--- src/rtl/triangle_fetcher_pkg.sv ---
// Shared graphics definitions for the triangle fetcher: FSM states and
// triangle geometry constants.
package triangle_fetcher_pkg;

    typedef enum logic [2:0] {
        IDLE,
        FETCH,
        SHADE_START,
        SHADE_WAIT,
        EMIT,
        FINISH
    } state_e;

    localparam int WORDS_PER_TRI   = 9;
    localparam int VERTS_PER_TRI   = 3;
    localparam int COORDS_PER_VERT = 3;
    localparam int VTX_WORDS       = VERTS_PER_TRI * COORDS_PER_VERT;

endpackage

--- src/rtl/triangle_fetcher_reg_32.sv ---
// 32-bit holding register with load enable, used for each vertex word.
module reg_32 (
    input  logic        clk,
    input  logic        sreset,
    input  logic        en,
    input  logic [31:0] d,
    output logic [31:0] q
);

    always_ff @(posedge clk) begin
        if (sreset)  q <= '0;
        else if (en) q <= d;
    end

endmodule

--- src/rtl/triangle_fetcher.sv ---
// Fetches each triangle's nine vertex words, hands them to the shader, and
// streams the shaded result (index + color) to the rasterizer.
module triangle_fetcher #(
    parameter int ADDR_W        = 16,
    parameter int WORDS_PER_TRI = triangle_fetcher_pkg::WORDS_PER_TRI
) (
    input  logic              clk,
    input  logic              sreset,
    input  logic              go,
    input  logic [ADDR_W-1:0] base_addr,
    input  logic [ADDR_W-1:0] tri_count,
    output logic              mem_rd,
    output logic [ADDR_W-1:0] mem_addr,
    input  logic [31:0]       mem_rdata,
    output logic [2:0][31:0]  p1,
    output logic [2:0][31:0]  p2,
    output logic [2:0][31:0]  p3,
    output logic              shade_start,
    input  logic              shade_done,
    input  logic [3:0]        shade_color,
    output logic              tri_valid,
    input  logic              tri_ready,
    output logic [3:0]        tri_color,
    output logic [ADDR_W-1:0] tri_index,
    output logic              busy,
    output logic              batch_done
);
    import triangle_fetcher_pkg::*;

    localparam int K_W = $clog2(VTX_WORDS + 2);

    state_e                        state_q, state_d;
    logic [ADDR_W-1:0]             tri_base_q, tri_base_d;
    logic [ADDR_W-1:0]             count_q, count_d;
    logic [ADDR_W-1:0]             n_q, n_d;
    logic [K_W-1:0]                k_q, k_d;
    logic [3:0]                    color_q, color_d;
    logic [VTX_WORDS-1:0]          vtx_en;
    logic [VTX_WORDS-1:0][31:0]    vtx_q;

    logic accept, xfer, last_tri, fetch_issue;

    assign accept      = (state_q == IDLE) && go;
    assign xfer        = (state_q == EMIT) && tri_ready;
    assign last_tri    = (n_q + ADDR_W'(1)) == count_q;
    assign fetch_issue = (state_q == FETCH) && (k_q < K_W'(VTX_WORDS));

    always_ff @(posedge clk) begin
        if (sreset) state_q <= IDLE;
        else        state_q <= state_d;
    end

    always_comb begin
        state_d = state_q;
        case (state_q)
            IDLE:        if (go) state_d = (tri_count != '0) ? FETCH : FINISH;
            // Final FETCH cycle only captures the last read's data
            FETCH:       if (k_q == K_W'(VTX_WORDS)) state_d = SHADE_START;
            SHADE_START: state_d = SHADE_WAIT;
            SHADE_WAIT:  if (shade_done) state_d = EMIT;
            EMIT:        if (tri_ready) state_d = last_tri ? FINISH : FETCH;
            FINISH:      state_d = IDLE;
            default:     state_d = IDLE;
        endcase
    end

    always_comb begin
        mem_rd      = fetch_issue;
        mem_addr    = fetch_issue ? tri_base_q + ADDR_W'(k_q) : '0;
        shade_start = (state_q == SHADE_START);
        tri_valid   = (state_q == EMIT);
        busy        = (state_q != IDLE);
        batch_done  = (state_q == FINISH);
    end

    always_comb begin
        tri_base_d = tri_base_q;
        count_d    = count_q;
        n_d        = n_q;
        k_d        = (state_q == FETCH) ? k_q + K_W'(1) : '0;
        color_d    = color_q;
        if (accept) begin
            tri_base_d = base_addr;
            count_d    = tri_count;
            n_d        = '0;
        end
        if (xfer) begin
            tri_base_d = tri_base_q + ADDR_W'(WORDS_PER_TRI);
            n_d        = n_q + ADDR_W'(1);
        end
        if ((state_q == SHADE_WAIT) && shade_done) color_d = shade_color;
    end

    always_ff @(posedge clk) begin
        if (sreset) begin
            tri_base_q <= '0;
            count_q    <= '0;
            n_q        <= '0;
            k_q        <= '0;
            color_q    <= '0;
        end else begin
            tri_base_q <= tri_base_d;
            count_q    <= count_d;
            n_q        <= n_d;
            k_q        <= k_d;
            color_q    <= color_d;
        end
    end

    // Word k arrives the cycle after its read, i.e. while k_q == k+1
    for (genvar i = 0; i < VTX_WORDS; i++) begin : g_vtx
        assign vtx_en[i] = (state_q == FETCH) && (k_q == K_W'(i + 1));
        reg_32 u_word (
            .clk    (clk),
            .sreset (sreset),
            .en     (vtx_en[i]),
            .d      (mem_rdata),
            .q      (vtx_q[i])
        );
    end

    assign p1        = vtx_q[2:0];
    assign p2        = vtx_q[5:3];
    assign p3        = vtx_q[8:6];
    assign tri_color = color_q;
    assign tri_index = n_q;

endmodule

--- config.mk ---
export PLATFORM = sky130hd
export DESIGN_NAME = triangle_fetcher
export DESIGN_NICKNAME = d
export VERILOG_FILES = /design/src/rtl/triangle_fetcher_pkg.sv /design/src/rtl/triangle_fetcher_reg_32.sv /design/src/rtl/triangle_fetcher.sv
export SDC_FILE = /design/constraint.sdc
export NUM_CORES = 1
export LEC_CHECK = 0
export CAP_MARGIN = 20
export CORE_MARGIN = 2
export CORE_UTILIZATION = 47
export CTS_BUF_LIST = sky130_fd_sc_hd__clkbuf_8 sky130_fd_sc_hd__clkbuf_16
export CTS_CLUSTER_SIZE = 20
export DETAILED_ROUTE_END_ITERATION = 12
export GPL_ROUTABILITY_DRIVEN = 0
export HOLD_SLACK_MARGIN = 0.06
export PLACE_DENSITY = 0.78
export SYNTH_ARGS = -nofsm -noshare
export SYNTH_HDL_FRONTEND = slang
export SYNTH_SLANG_ARGS = --single-unit
--- constraint.sdc ---
create_clock -name clk -period 3.25 [get_ports clk]
set_input_delay 0.8125 -clock clk [delete_from_list [all_inputs] [get_ports clk]]
set_output_delay 0.8125 -clock clk [all_outputs]
set_load 0.01 [all_outputs]
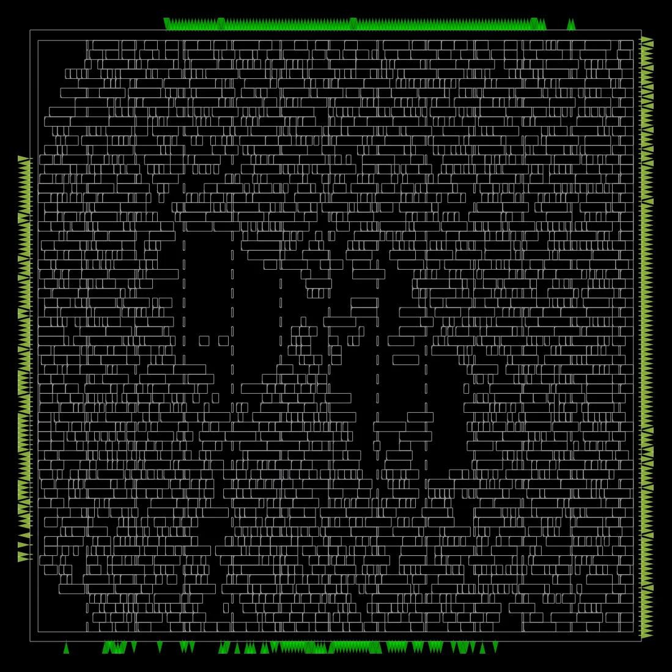
Figure 1: cell placement.
Std-Cell Rows: 62
fillers: 2333
final cell count without fillers: 2511

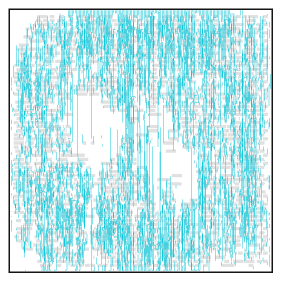
Figure 2: met2 routing.
Scale: 1.5 px per µm.
nets with wire on the layer: 1785
longest straight run: 57.5 µm
main direction: vertical
Via Count: 13657
met2 Use GR: 50.79%

==> flow_summary.yaml <==
# generated from flow reports
timing:
  period_minus_slack_ps: 3197
  max_freq_mhz: 312.8
  hold_viol: 0
  fin_worst_skew_ps: 14.84
  timing.final.crit_share_pct: 98.36
  setup_tns_ps: 0
  hold_ws_ps: 452.4
  finalSetupViolations: 0
  slew_headroom_pct: 40.73
global_route:
  grt_first_pass_wirelength_um: 71420
  grt_pass1_vias: 12838
  antenna_found_initial: 0
  grtUsageTotal_pct: 29.60
  grt_overflow_total: 0
yosys:
  ys_sh_mux_pct: 0.7064
  synth_flop_count: 347
  async_flop_share_pct: 0
  synthTopCellsByCount: "nand2_1 (646), dfxtp_1 (347), a21oi_1 (344)"
  ys_sh_xor_pct: 2.119
  fp_nets: 1864
  yosysTopAreaCellShare_pct: 50.93
  top_cell: "nand2_1"
  synthCells: 1779
  yosysWarnings: 0
  synth-adder-area-share_pct: 1.156
  edf_count: 0
  ys_chip_area_mm2: 0.01364
  area_leaders: "dfxtp_1 (51%), nand2_1 (18%), a21oi_1 (13%)"
  synth_cell_types: 60
  ys.flop_type: "dfxtp_1"
  simple_gate_area_share_pct: 24.68
  yosysTopAreaCell: "dfxtp_1"
pwr:
  comb-power_mw: 0.483
  swShare_pct: 22.96
  p_leak_nw: 6.513
  seq_power_share_pct: 48.6
  p_seq_mw: 4.33
  ir_worst_vdd_mv: 0.3630
  maxPowerGroup: "registers"
  power.total_mw: 8.910
  combPwrFrac_pct: 5.4
  clk-power_mw: 4.10
run:
  openroad.warnings: 34
  maxCapViolations: 0
final_layout:
  regArea_mm2: 0.006955
  fin_nets: 2184
  inv_count: 7
  comb_cells: 1268
  fin_area_mm2: 0.01906
  n_all_buffers: 438
  antenna_cells: 0
  area_growth_pct: 39.76
  nonClkBufAreaFrac_pct: 22.87
  largest_reg_flops: 288
  area_dominant_class: "sequential cells"
  comb_area_mm2: 0.006053
  seq_area_share_pct: 36.49
  seq_cell_count: 347
  fin_util_pct: 66.59
place:
  dpl.hpwl_um: 31510
  dp.cells: 2440
min_path:
  hold_path_class: "reg -> reg"
floorplan:
  fp.dieW_um: 174.4
  core-area_mm2: 0.02863
  taps: 384
  die_y_um: 174.4
setup_path:
  end_kind: "primary output"
  cp_top_family: "adder cells"
  crit_fanout: 5
  crit_buf_inv: 2
  path_cells: "ha_2, fa_2, a21o_1, a21oi_2, buf_4, xor2_2, nor2_1, dlygate4sd2_1"
  slowest_delay_ps: 350
  startpoint_type: "flip-flop"
clocking:
  clock_path_buffers: 3
  htree_levels: 2
  numCtsBuffers: 37
  cts_setup_buffers: 0
  insertion_delay_ps: 530
  clkTransAtPathRegs_ps: 60
  cts_tree: "yes"
run_status:
  run_status: "complete, no violations"
drt:
  dr.pass1.iters: 5
  drc: 0
  ant_nets: 0
  via_per_inst: 5.439
  wl_per_cell_um: 18.64
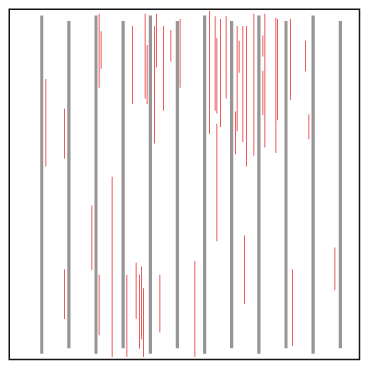
Figure 3: M4 wires.
Scale: 2 px per µm. Supply wires on this layer in gray.
main direction: vertical
wire length on this layer: 1800 µm
share of all routed wire: 3.9%
nets with wire on the layer: 38
longest straight run: 89.8 µm
WL final: 46810 µm

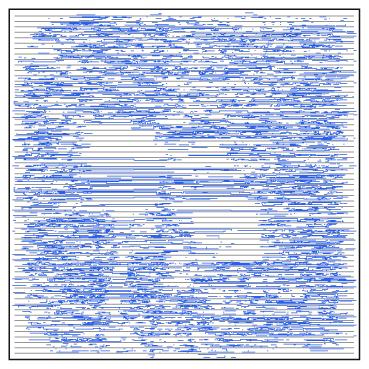
Figure 4: signal wires on met1.
Scale: 2 px per µm. Supply wires on this layer in gray.
longest straight run: 56.1 µm
wire length on this layer: 18800 µm
share of all routed wire: 40%
nets with wire on the layer: 1968
main direction: horizontal
met1 GRT Util: 36.58%

==> cell usage in the layout (no fill, tap or decap), types with 3 or more instances in the layout <==
cell / Yosys / final
nand2_1: 646 / 645
clkdlybuf4s50_1: 0 / 386
dfxtp_1: 347 / 342
a21oi_1: 344 / 341
nor2_1: 58 / 57
clkbuf_16: 0 / 37
buf_4: 0 / 30
o21ai_0: 25 / 25
xnor2_1: 22 / 22
inv_1: 7 / 21
nor3_1: 19 / 19
nand3_1: 17 / 17
and2_1: 13 / 12
ha_1: 11 / 10
nor4_1: 9 / 9
or3_1: 9 / 9
xor2_1: 11 / 9
mux2i_1: 7 / 7
nand4_1: 6 / 6
clkbuf_8: 3 / 6
buf_12: 0 / 6
and3_1: 5 / 5
nor3b_1: 6 / 5
a21o_1: 5 / 4
clkinv_2: 0 / 4
dfxtp_2: 0 / 4
clkdlybuf4s15_1: 0 / 4
nand3b_1: 3 / 3
a2111oi_0: 3 / 3
a211oi_1: 3 / 3
a221oi_1: 3 / 3
a22oi_1: 3 / 3
a21oi_2: 0 / 3
==> layer usage <==
metal  global-route usage, %  wire (µm)
met4                   12.04       1800
met2                   50.79      22490
met3                   5.534       3706
met5                       0          0
met1                   36.58      18810
==> path summary, 6_finish.rpt <==
| kind | startpoint | to | cells past startpoint |
|---|---|---|---|
| worst max-delay path | k_q[0]$_SDFF_PP0_ | mem_addr[4] | 8 |
| worst min-delay path | g_vtx[1].u_word.q[21]$_SDFFE_PP0P_ | g_vtx[1].u_word.q[21]$_SDFFE_PP0P_ | 2 |
| worst max register to register | state_q[0]$_SDFFE_PP0P_ | g_vtx[2].u_word.q[10]$_SDFFE_PP0P_ | 8 |
| worst min register to register | g_vtx[1].u_word.q[21]$_SDFFE_PP0P_ | g_vtx[1].u_word.q[21]$_SDFFE_PP0P_ | 2 |
No activity file was given, so power comes from the tool's default toggle rates.
